<file path="src/rtl/alu_ctrl_pkg.sv">
// Shared constants and state encodings for the ALU command controller.
// Covers frame command bytes, ALU function codes and the controller/sender FSM states.
package alu_ctrl_pkg;

    localparam int FUN_WIDTH = 4;

    localparam logic [7:0] CMD_ALU_OPER = 8'hCC;
    localparam logic [7:0] CMD_ALU_NOP  = 8'hDD;

    localparam logic [FUN_WIDTH-1:0] ALU_ADD    = 4'd0;
    localparam logic [FUN_WIDTH-1:0] ALU_SUB    = 4'd1;
    localparam logic [FUN_WIDTH-1:0] ALU_MUL    = 4'd2;
    localparam logic [FUN_WIDTH-1:0] ALU_DIV    = 4'd3;
    localparam logic [FUN_WIDTH-1:0] ALU_AND    = 4'd4;
    localparam logic [FUN_WIDTH-1:0] ALU_OR     = 4'd5;
    localparam logic [FUN_WIDTH-1:0] ALU_NAND   = 4'd6;
    localparam logic [FUN_WIDTH-1:0] ALU_NOR    = 4'd7;
    localparam logic [FUN_WIDTH-1:0] ALU_XOR    = 4'd8;
    localparam logic [FUN_WIDTH-1:0] ALU_XNOR   = 4'd9;
    localparam logic [FUN_WIDTH-1:0] ALU_CMP_EQ = 4'd10;
    localparam logic [FUN_WIDTH-1:0] ALU_CMP_GT = 4'd11;
    localparam logic [FUN_WIDTH-1:0] ALU_CMP_LT = 4'd12;
    localparam logic [FUN_WIDTH-1:0] ALU_SHR    = 4'd13;
    localparam logic [FUN_WIDTH-1:0] ALU_SHL    = 4'd14;

    typedef enum logic [3:0] {
        ST_IDLE,
        ST_GET_A,
        ST_GET_B,
        ST_GET_FUN,
        ST_GATE_ON,
        ST_ALU_REQ,
        ST_ALU_WAIT,
        ST_SEND_LO,
        ST_SEND_HI
    } ctrl_state_e;

    typedef enum logic [1:0] {
        SND_IDLE,
        SND_LO,
        SND_GAP,
        SND_HI
    } snd_state_e;

endpackage

</file>
<file path="src/rtl/alu_result_sender.sv">
// Two-byte result serializer, low byte first; tx_vld rises the cycle after load.
// Holds each byte until a cycle with tx_busy low, then idles until tx_busy is seen low again.
module alu_result_sender
    import alu_ctrl_pkg::*;
#(
    parameter int DATA_WIDTH = 8
) (
    input  logic                    clk,
    input  logic                    rst_n,
    input  logic                    load,
    input  logic [2*DATA_WIDTH-1:0] data,
    input  logic                    tx_busy,
    output logic [DATA_WIDTH-1:0]   tx_dat,
    output logic                    tx_vld,
    output logic                    lo_sent,
    output logic                    hi_sent
);

    snd_state_e state;
    logic       sel_hi;

    // data is the caller's result register, stable for the whole transfer
    assign tx_dat  = sel_hi ? data[2*DATA_WIDTH-1:DATA_WIDTH] : data[DATA_WIDTH-1:0];
    assign lo_sent = (state == SND_LO) && !tx_busy;
    assign hi_sent = (state == SND_HI) && !tx_busy;

    always_ff @(posedge clk or negedge rst_n) begin
        if (!rst_n) begin
            state  <= SND_IDLE;
            tx_vld <= 1'b0;
            sel_hi <= 1'b0;
        end else begin
            case (state)
                SND_IDLE: if (load) begin
                    tx_vld <= 1'b1;
                    sel_hi <= 1'b0;
                    state  <= SND_LO;
                end
                SND_LO: if (!tx_busy) begin
                    tx_vld <= 1'b0;
                    state  <= SND_GAP;
                end
                // The transmitter raises busy one cycle after accepting, so wait for it to clear
                SND_GAP: if (!tx_busy) begin
                    tx_vld <= 1'b1;
                    sel_hi <= 1'b1;
                    state  <= SND_HI;
                end
                SND_HI: if (!tx_busy) begin
                    tx_vld <= 1'b0;
                    state  <= SND_IDLE;
                end
                default: state <= SND_IDLE;
            endcase
        end
    end

endmodule

</file>
<file path="src/rtl/alu_cmd_ctrl.sv">
// ALU command controller: parses 0xCC/0xDD frames, gates and enables the ALU, returns the result as two bytes.
// FUN strobe to ALU_EN is 2 cycles; TX stalls on TX_BUSY. ALU_TIMEOUT_EN adds a result-wait timeout.
module alu_cmd_ctrl #(
    parameter int DATA_WIDTH  = 8,
    parameter int FUN_WIDTH   = 4,
    parameter int ALU_TIMEOUT = 4
) (
    input  logic                    CLK,
    input  logic                    RST,
    input  logic [DATA_WIDTH-1:0]   RX_P_DATA,
    input  logic                    RX_D_VLD,
    input  logic [2*DATA_WIDTH-1:0] ALU_OUT,
    input  logic                    OUT_VALID,
    input  logic                    TX_BUSY,
    output logic [DATA_WIDTH-1:0]   A,
    output logic [DATA_WIDTH-1:0]   B,
    output logic [FUN_WIDTH-1:0]    ALU_FUN,
    output logic                    ALU_EN,
    output logic                    CLK_GATE_EN,
    output logic [DATA_WIDTH-1:0]   TX_P_DATA,
    output logic                    TX_D_VLD,
    output logic                    FRAME_ERR
);
    import alu_ctrl_pkg::*;

    ctrl_state_e             state;
    logic [2*DATA_WIDTH-1:0] result;
    logic                    snd_load;
    logic                    lo_sent;
    logic                    hi_sent;

    // The wait counter is preloaded to 1 in ALU_REQ, so fewer than 2 cycles cannot be expressed
    if (ALU_TIMEOUT < 2) begin : g_timeout_range
        $error("ALU_TIMEOUT must be at least 2");
    end

`ifdef ALU_TIMEOUT_EN
    localparam int CNT_W = $clog2(ALU_TIMEOUT + 1);
    logic [CNT_W-1:0] wait_cnt;
`endif

    assign snd_load = (state == ST_ALU_WAIT) && OUT_VALID;

    always_ff @(posedge CLK or negedge RST) begin
        if (!RST) begin
            state       <= ST_IDLE;
            A           <= '0;
            B           <= '0;
            ALU_FUN     <= '0;
            result      <= '0;
            ALU_EN      <= 1'b0;
            CLK_GATE_EN <= 1'b0;
            FRAME_ERR   <= 1'b0;
`ifdef ALU_TIMEOUT_EN
            wait_cnt    <= '0;
`endif
        end else begin
            ALU_EN    <= 1'b0;
            FRAME_ERR <= 1'b0;
            case (state)
                ST_IDLE: if (RX_D_VLD) begin
                    if (RX_P_DATA == CMD_ALU_OPER)
                        state <= ST_GET_A;
                    else if (RX_P_DATA == CMD_ALU_NOP)
                        state <= ST_GET_FUN;
                    else
                        FRAME_ERR <= 1'b1;
                end
                ST_GET_A: if (RX_D_VLD) begin
                    A     <= RX_P_DATA;
                    state <= ST_GET_B;
                end
                ST_GET_B: if (RX_D_VLD) begin
                    B     <= RX_P_DATA;
                    state <= ST_GET_FUN;
                end
                ST_GET_FUN: if (RX_D_VLD) begin
                    ALU_FUN     <= RX_P_DATA[FUN_WIDTH-1:0];
                    CLK_GATE_EN <= 1'b1;
                    state       <= ST_GATE_ON;
                end
                ST_GATE_ON: begin
                    ALU_EN <= 1'b1;
                    state  <= ST_ALU_REQ;
                end
                ST_ALU_REQ: begin
`ifdef ALU_TIMEOUT_EN
                    // Counts cycles since ALU_EN so the error lands ALU_TIMEOUT cycles after it
                    wait_cnt <= CNT_W'(1);
`endif
                    state <= ST_ALU_WAIT;
                end
                ST_ALU_WAIT: if (OUT_VALID) begin
                    result      <= ALU_OUT;
                    CLK_GATE_EN <= 1'b0;
                    state       <= ST_SEND_LO;
                end
`ifdef ALU_TIMEOUT_EN
                else if (wait_cnt == CNT_W'(ALU_TIMEOUT - 1)) begin
                    FRAME_ERR   <= 1'b1;
                    CLK_GATE_EN <= 1'b0;
                    state       <= ST_IDLE;
                end else begin
                    wait_cnt <= wait_cnt + 1'b1;
                end
`endif
                ST_SEND_LO: if (lo_sent) state <= ST_SEND_HI;
                ST_SEND_HI: if (hi_sent) state <= ST_IDLE;
                default:    state <= ST_IDLE;
            endcase
        end
    end

    alu_result_sender #(
        .DATA_WIDTH (DATA_WIDTH)
    ) u_sender (
        .clk     (CLK),
        .rst_n   (RST),
        .load    (snd_load),
        .data    (result),
        .tx_busy (TX_BUSY),
        .tx_dat  (TX_P_DATA),
        .tx_vld  (TX_D_VLD),
        .lo_sent (lo_sent),
        .hi_sent (hi_sent)
    );

endmodule
</file>
<file path="config.mk">
export PLATFORM = sky130hd
export DESIGN_NAME = alu_cmd_ctrl
export DESIGN_NICKNAME = d
export VERILOG_FILES = /design/src/rtl/alu_ctrl_pkg.sv /design/src/rtl/alu_result_sender.sv /design/src/rtl/alu_cmd_ctrl.sv
export SDC_FILE = /design/constraint.sdc
export NUM_CORES = 1
export LEC_CHECK = 0
export CAP_MARGIN = 25
export CORE_AREA = 4 4 71 73
export DETAILED_ROUTE_END_ITERATION = 12
export DIE_AREA = 0 0 75 77
export PLACE_DENSITY = 0.92
export SYNTH_ARGS = -nofsm -noshare
export SYNTH_HDL_FRONTEND = slang
export SYNTH_HIERARCHICAL = 1
export SYNTH_SLANG_ARGS = --single-unit
</file>
<file path="constraint.sdc">
create_clock -name CLK -period 4.1 [get_ports CLK]
set_input_delay 0.615 -clock CLK [delete_from_list [all_inputs] [get_ports CLK]]
set_output_delay 0.615 -clock CLK [all_outputs]
set_load 0.01 [all_outputs]
</file>
==> results.json, run 1 <==
{
  "fp_util": 0.509,
  "place_area_um2": 2830,
  "fin_setup_tns_ns": 0,
  "warning_count": 30,
  "clk_pin_slew_worst_paths_ns": 0.08,
  "avgRoutedWirePerCell_um": 15.9,
  "synth_nets": 195,
  "cts_root_buffer": "clkbuf_8",
  "synthCells": 161,
  "cp-end-kind": "primary output",
  "regMostFlops": "result",
  "flops": 47,
  "hold_ws_ns": 0.114,
  "worst-path-buf-inv": 1,
  "die.size.y_um": 77,
  "worst_pin_slew_ns": 0.419,
  "topCellsByArea": "dfrtp_1 53%, mux2_2 14%, mux2_4 6.1%",
  "cts_tree": "built",
  "finalWorstSetupSlack_ns": 1.72,
  "area_growth_pct": 32.4,
  "antenna_found_initial": 0,
  "fin_util": 0.674,
  "cp_cell_sequence": "mux2_1 -> clkdlybuf4s50_1",
  "common_cells": "47 x dfrtp_1, 28 x mux2_2, 9 x mux2_4",
  "core_um2": 4350,
  "period_used_share": 0.580,
  "cp_max_fo": 10,
  "crit_type": "flip-flop to primary output",
  "r2r_start": "state[1]",
  "cp.arrival_ns": 1.76,
  "cts.sinks": 47,
  "drc": 0,
  "r2r_slack_ns": 2.07,
  "combAreaFraction": 0.328,
  "place_congestion": 0.798,
  "syn_area_um2": 2220,
  "nNonClkBuffers": 61,
  "slew_viol_final": 0,
  "nonClkBufAreaFrac": 0.210,
  "busiest_layer": "met2",
  "wl_met1_um": 1750,
  "flop_cell": "dfrtp_1",
  "reg2reg_depth": 7,
  "syn_area_per_cell_um2": 13.8,
  "status": "finished clean",
  "fmax_mhz": 420,
  "layout_top_cells": "59 x clkdlybuf4s50_1, 47 x dfrtp_1, 28 x mux2_2",
  "startpoint_type": "flip-flop",
  "grt-ovfl-total": 0,
  "io_pins": 61,
  "cts_buffers": 5,
  "clk_path_buf_depth": 2,
  "chipArea_um2": 5780,
  "async_flop_share": 1.00,
  "met3_length_um": 351,
  "finalHoldViolations": 0,
  "power.total_mw": 2.24,
  "detail-route-antenna-nets": 0,
  "area.sequential_um2": 1180,
  "crit_path_start": "u_sender/sel_hi",
  "dp_hpwl_um": 3260,
  "layout-drive-gt1-share": 0.247,
  "cts_max_level": 2,
  "largestClassByArea": "registers",
  "insertedDiodeCount": 0,
  "logic_gates": 99,
  "ys_cells": 161,
  "viasPerCell": 5.40,
  "n_tap_cell": 52
}
-- run 1: kinds of logic (layout without fill, tap and decap cells) --
family	after synthesis	in the layout	share of synthesized area
compound gates	17	17	0.0599
simple gates	29	29	0.0898
fa+ha+maj	5	5	0.0282
xor+xnor	1	1	0.00395
flops	47	47	0.531
mux	47	47	0.253
buf+inv	15	77	0.0344
-- run 1: power by group --
group | total [mW] | internal [mW] | switching [mW] | leakage, nW
clock network | 0.266 | 0.120 | 0.146 | 0.0422
registers | 0.867 | 0.692 | 0.175 | 0.565
logic | 1.11 | 0.690 | 0.416 | 0.675
==> run_1/met1.png <==
Supply wires on this layer in gray.
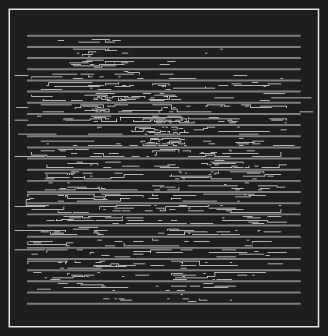
nets with wire on the layer = 215
main direction = horizontal
final WL: 4370 µm
via count: 1484
met1 Usage GRT: 0.202

==> run_1/met2.png <==
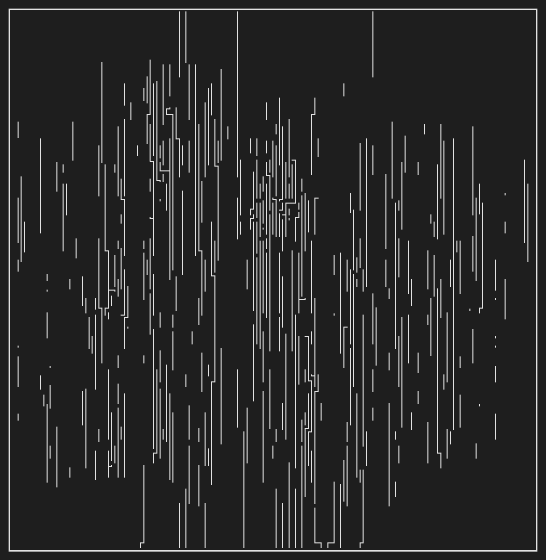
nets with wire on the layer = 229
main direction = vertical
GR met2 Demand/Resource: 0.263

==> run_1/met3.png <==
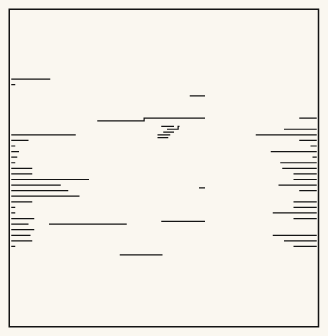
wire length on this layer = 351 µm
main direction = horizontal
nets with wire on the layer = 48
longest straight run = 18.6 µm
share of all routed wire = 8.0%
GR Layer Usage met3: 0.0562

==> run_1/final_clocks.png <==
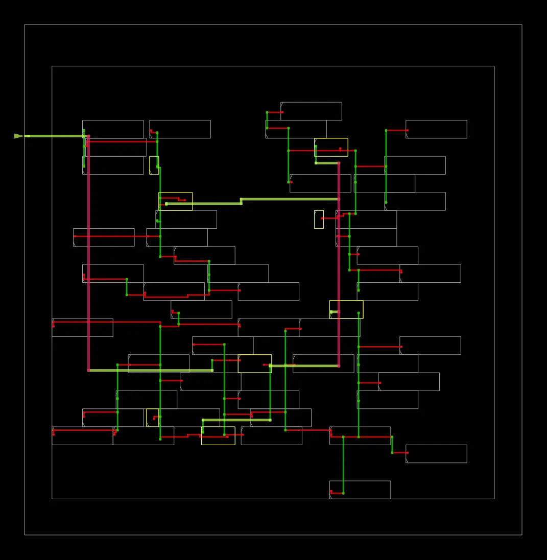

==> inputs of run 2 (changes only) <==
CORE_AREA = 4 4 73 75   (was 4 4 71 73)
DIE_AREA = 0 0 77 79   (was 0 0 75 77)
PLACE_DENSITY = 0.88   (was 0.92)
clock period = 2.3 ns   (was 4.1 ns; I/O delays follow)
==> run_2/final_clocks.png <==
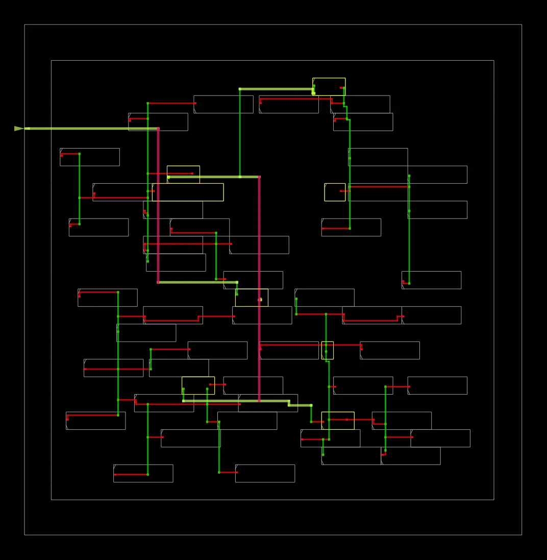
total CTS buffers: 5
CLK BUF: 5
Post-Route Skew: 0.0113 ns
insertion delay to the later sink of the worst-skew pair: 0.31 ns

==> run_2/met2.png <==
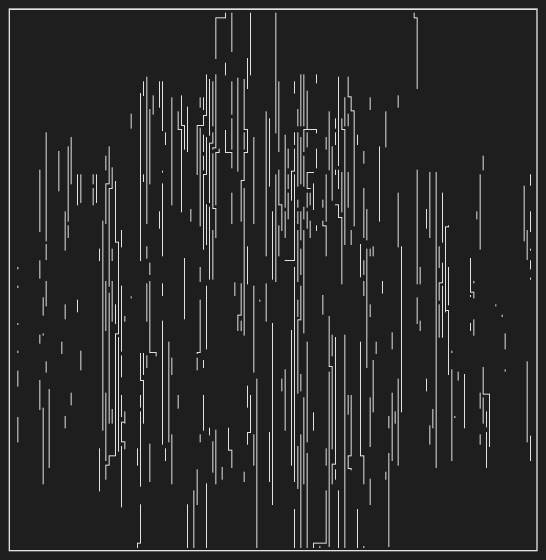
longest straight run = 43.2 µm
main direction = vertical
share of all routed wire = 50%
wire length on this layer = 2170 µm
final WL: 4360 µm
GR met2 Demand/Resource: 0.264
via count: 1473

==> run_2/met3.png <==
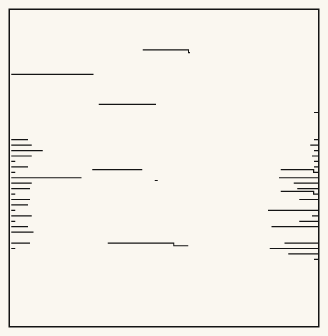
longest straight run = 20.2 µm
main direction = horizontal
GR Layer Usage met3: 0.0465

==> run 2 against run 1 <==
Sequential power increased by 78%. First-iteration DRC count rose by 140%. Sequential cell count unchanged. Hold slack better by 0.37 ns. Utilization decreased by 3.6 points. Global-route usage is 0.81 points lower. Power is 84% higher. Synthesized area unchanged. Routed wire length decreased by 0.34%. Non-clock buffer count grew 2. Largest cell class unchanged.
==> results.json, run 2 <==
{
  "period_used_share": 0.918,
  "drc": 0,
  "worst-path-buf-inv": 1,
  "cts_root_buffer": "clkbuf_8",
  "area_growth_pct": 34.2,
  "synth_nets": 195,
  "core_um2": 4660,
  "startpoint_type": "flip-flop",
  "clk_pin_slew_worst_paths_ns": 0.09,
  "synthAdderAreaFrac": 0.0282,
  "ys_sh_xor": 0.00395,
  "cts.sinks": 47,
  "finalWorstSetupSlack_ns": 0.188,
  "place_area_um2": 2850,
  "regMostFlops": "result",
  "switching_share": 0.323,
  "powerClk_uw": 606,
  "viasPerCell": 5.28,
  "fin_util": 0.638,
  "antenna_found_initial": 0,
  "p_clk_frac": 0.147,
  "async_flop_share": 1.00,
  "p_sw_mw": 1.33,
  "fin_setup_tns_ns": 0,
  "synthCells": 161,
  "dp_hpwl_um": 3230,
  "syn_area_per_cell_um2": 13.8,
  "status": "finished clean",
  "clk_path_buf_depth": 2,
  "met3_length_um": 268,
  "power.internal_mw": 2.79,
  "cp_cell_sequence": "mux2_1 -> clkdlybuf4s50_1",
  "topCellsByArea": "dfrtp_1 53%, mux2_2 14%, mux2_4 6.1%",
  "io_pins": 61,
  "chipArea_um2": 6080,
  "worst_pin_slew_ns": 0.414,
  "insertedDiodeCount": 0
}
[run 2: worst paths after layout]
kind / from / endpoint / slack [ns] / cells past startpoint
max: u_sender/sel_hi / TX_P_DATA[6] / 0.19 / 2
min: RST / A[2] / 0.48 / 2
max reg2reg: u_sender/state[1] / state[1] / 0.58 / 7
min reg2reg: result[5] / result[5] / 0.51 / 1
max in group asynchronous: RST / u_sender/tx_vld / 1.11 / 3
min in group CLK: result[5] / result[5] / 0.51 / 1
[run 2: cell type report]
class	count	area [µm²]	area share
sequential	47	1180	0.396
multi-input combinational	99	963	0.324
timing repair buffer	63	621	0.209
clock buffer	5	68.8	0.0231
tap	54	67.6	0.0227
clock inverter	3	43.8	0.0147
inverter	8	32.5	0.0109
==> run_2/met1.png <==
Supply wires on this layer in gray.
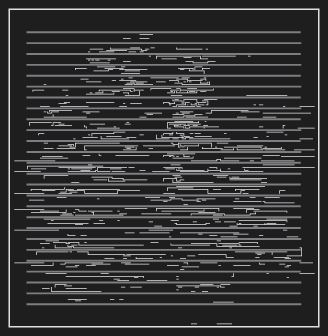

==> inputs of run 3 (changes only) <==
CORE_AREA = 4 4 81 68   (was 4 4 73 75)
DIE_AREA = 0 0 85 72   (was 0 0 77 79)
SETUP_SLACK_MARGIN = 0.2   (was unset)
==> run_3/met1.png <==
Supply wires on this layer in gray.
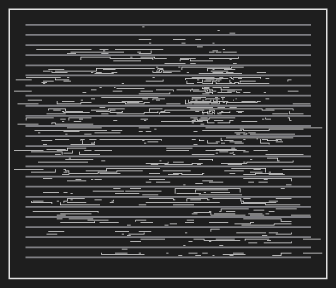
share of all routed wire = 43%
wire length on this layer = 1890 µm
nets with wire on the layer = 211
main direction = horizontal
met1 Usage GRT: 0.193
via count: 1488
final WL: 4380 µm

==> run_3/met3.png <==
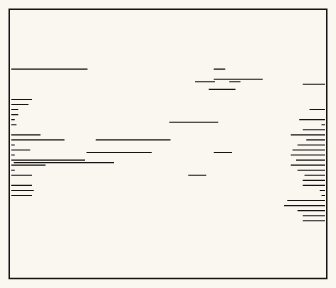
wire length on this layer = 372 µm
main direction = horizontal
share of all routed wire = 8.5%
nets with wire on the layer = 49
GR Layer Usage met3: 0.0579

==> run 3 against run 2 <==
Clock power down 13%. Count of clock-buffer cells in the layout grew 1. Via count up 1.0%. First-iteration DRC count is 17% lower. Synthesized cell count stayed put. Sequential share of layout area is 0.21 points higher. Critical path depth is the same. Utilization decreased by 2.2 points. Die size increased by 0.61%. Fmax increased by 4.7%. Highest routed layer unchanged.
==> results.json, run 3 <==
{
  "skew_ns": 0.00988,
  "syn_area_per_cell_um2": 13.8,
  "clock_latency_ns": 0.30,
  "comb_power_share": 0.487,
  "ys_cells": 161,
  "powerClk_uw": 525,
  "regMostFlops": "result",
  "syn_area_um2": 2220,
  "finalHoldViolations": 0,
  "r2r_start": "u_sender/state[1]",
  "period_used_share": 0.877,
  "place_area_um2": 2860,
  "crit_type": "flip-flop to primary output",
  "met3_length_um": 371,
  "cp.arrival_ns": 1.67,
  "ys_sh_xor": 0.00395,
  "status": "finished clean",
  "dp_hpwl_um": 3280,
  "simple_gate_share": 0.0898,
  "busiest_layer": "met2",
  "layout-drive-gt1-share": 0.263,
  "area_growth_pct": 33.6,
  "slew_viol_final": 0,
  "insertedDiodeCount": 0,
  "async_flop_share": 1.00,
  "die.size.y_um": 72,
  "synthAdderAreaFrac": 0.0282,
  "detail-route-antenna-nets": 0,
  "r2r_slack_ns": 0.60,
  "grt-ovfl-total": 0,
  "cp_cell_sequence": "mux2_1 -> clkdlybuf4s50_1",
  "switching_share": 0.330,
  "hold_ws_ns": 0.124,
  "cp-end-kind": "primary output",
  "fin_setup_tns_ns": 0,
  "place_congestion": 0.896,
  "synthTopLogicFamily": "multiplexers",
  "p_clk_frac": 0.130,
  "p_sw_mw": 1.34,
  "grt_use_met2": 0.254,
  "layout_top_cells": "59 x clkdlybuf4s50_1, 46 x dfrtp_1, 28 x mux2_2",
  "fin_util": 0.616,
  "worst_pin_slew_ns": 0.575,
  "compound_area_frac": 0.0599
}
==> run_3/wire_density.png <==
Scale bar: 20 µm. 17 x 14 tiles, from dark purple (low) to yellow (high), scaled to the fullest tile. Values are wire area over tile area, all layers added.
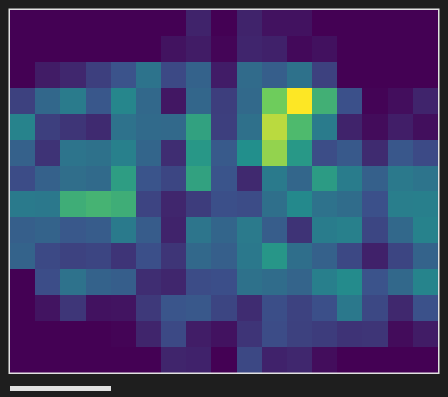
mean over tiles = 0.12
fullest tile = 0.52
nearly empty tiles = 20%
tiles over half the peak = 6.7%
overall routing resource usage: 0.156
Avg WL per Cell: 15.3 µm

run 3: worst max path at each step:
stage                                from           endpoint  slack, ns  cells past startpoint
after detailed placement         RX_D_VLD         ALU_FUN[0]       0.29                      5
after global placement           RX_D_VLD         ALU_FUN[3]       0.37                      5
after CTS                 u_sender/sel_hi       TX_P_DATA[2]       0.26                      2
final                     u_sender/sel_hi       TX_P_DATA[1]       0.28                      2
after floorplan                  state[1]  u_sender/state[1]       0.60                      9
after global routing      u_sender/sel_hi       TX_P_DATA[7]       0.21                      2
run 3: cell type report:
class,count,area [µm²],share of cell area
clock buffers,6,82.6,0.0279
clock inverters,2,16.3,0.00549
inverters,8,32.5,0.0110
multi-input cells,99,963,0.325
flip-flops and latches,47,1180,0.398
well taps,62,77.6,0.0262
repair buffers,62,611,0.206
No activity file was given, so power comes from the tool's default toggle rates.
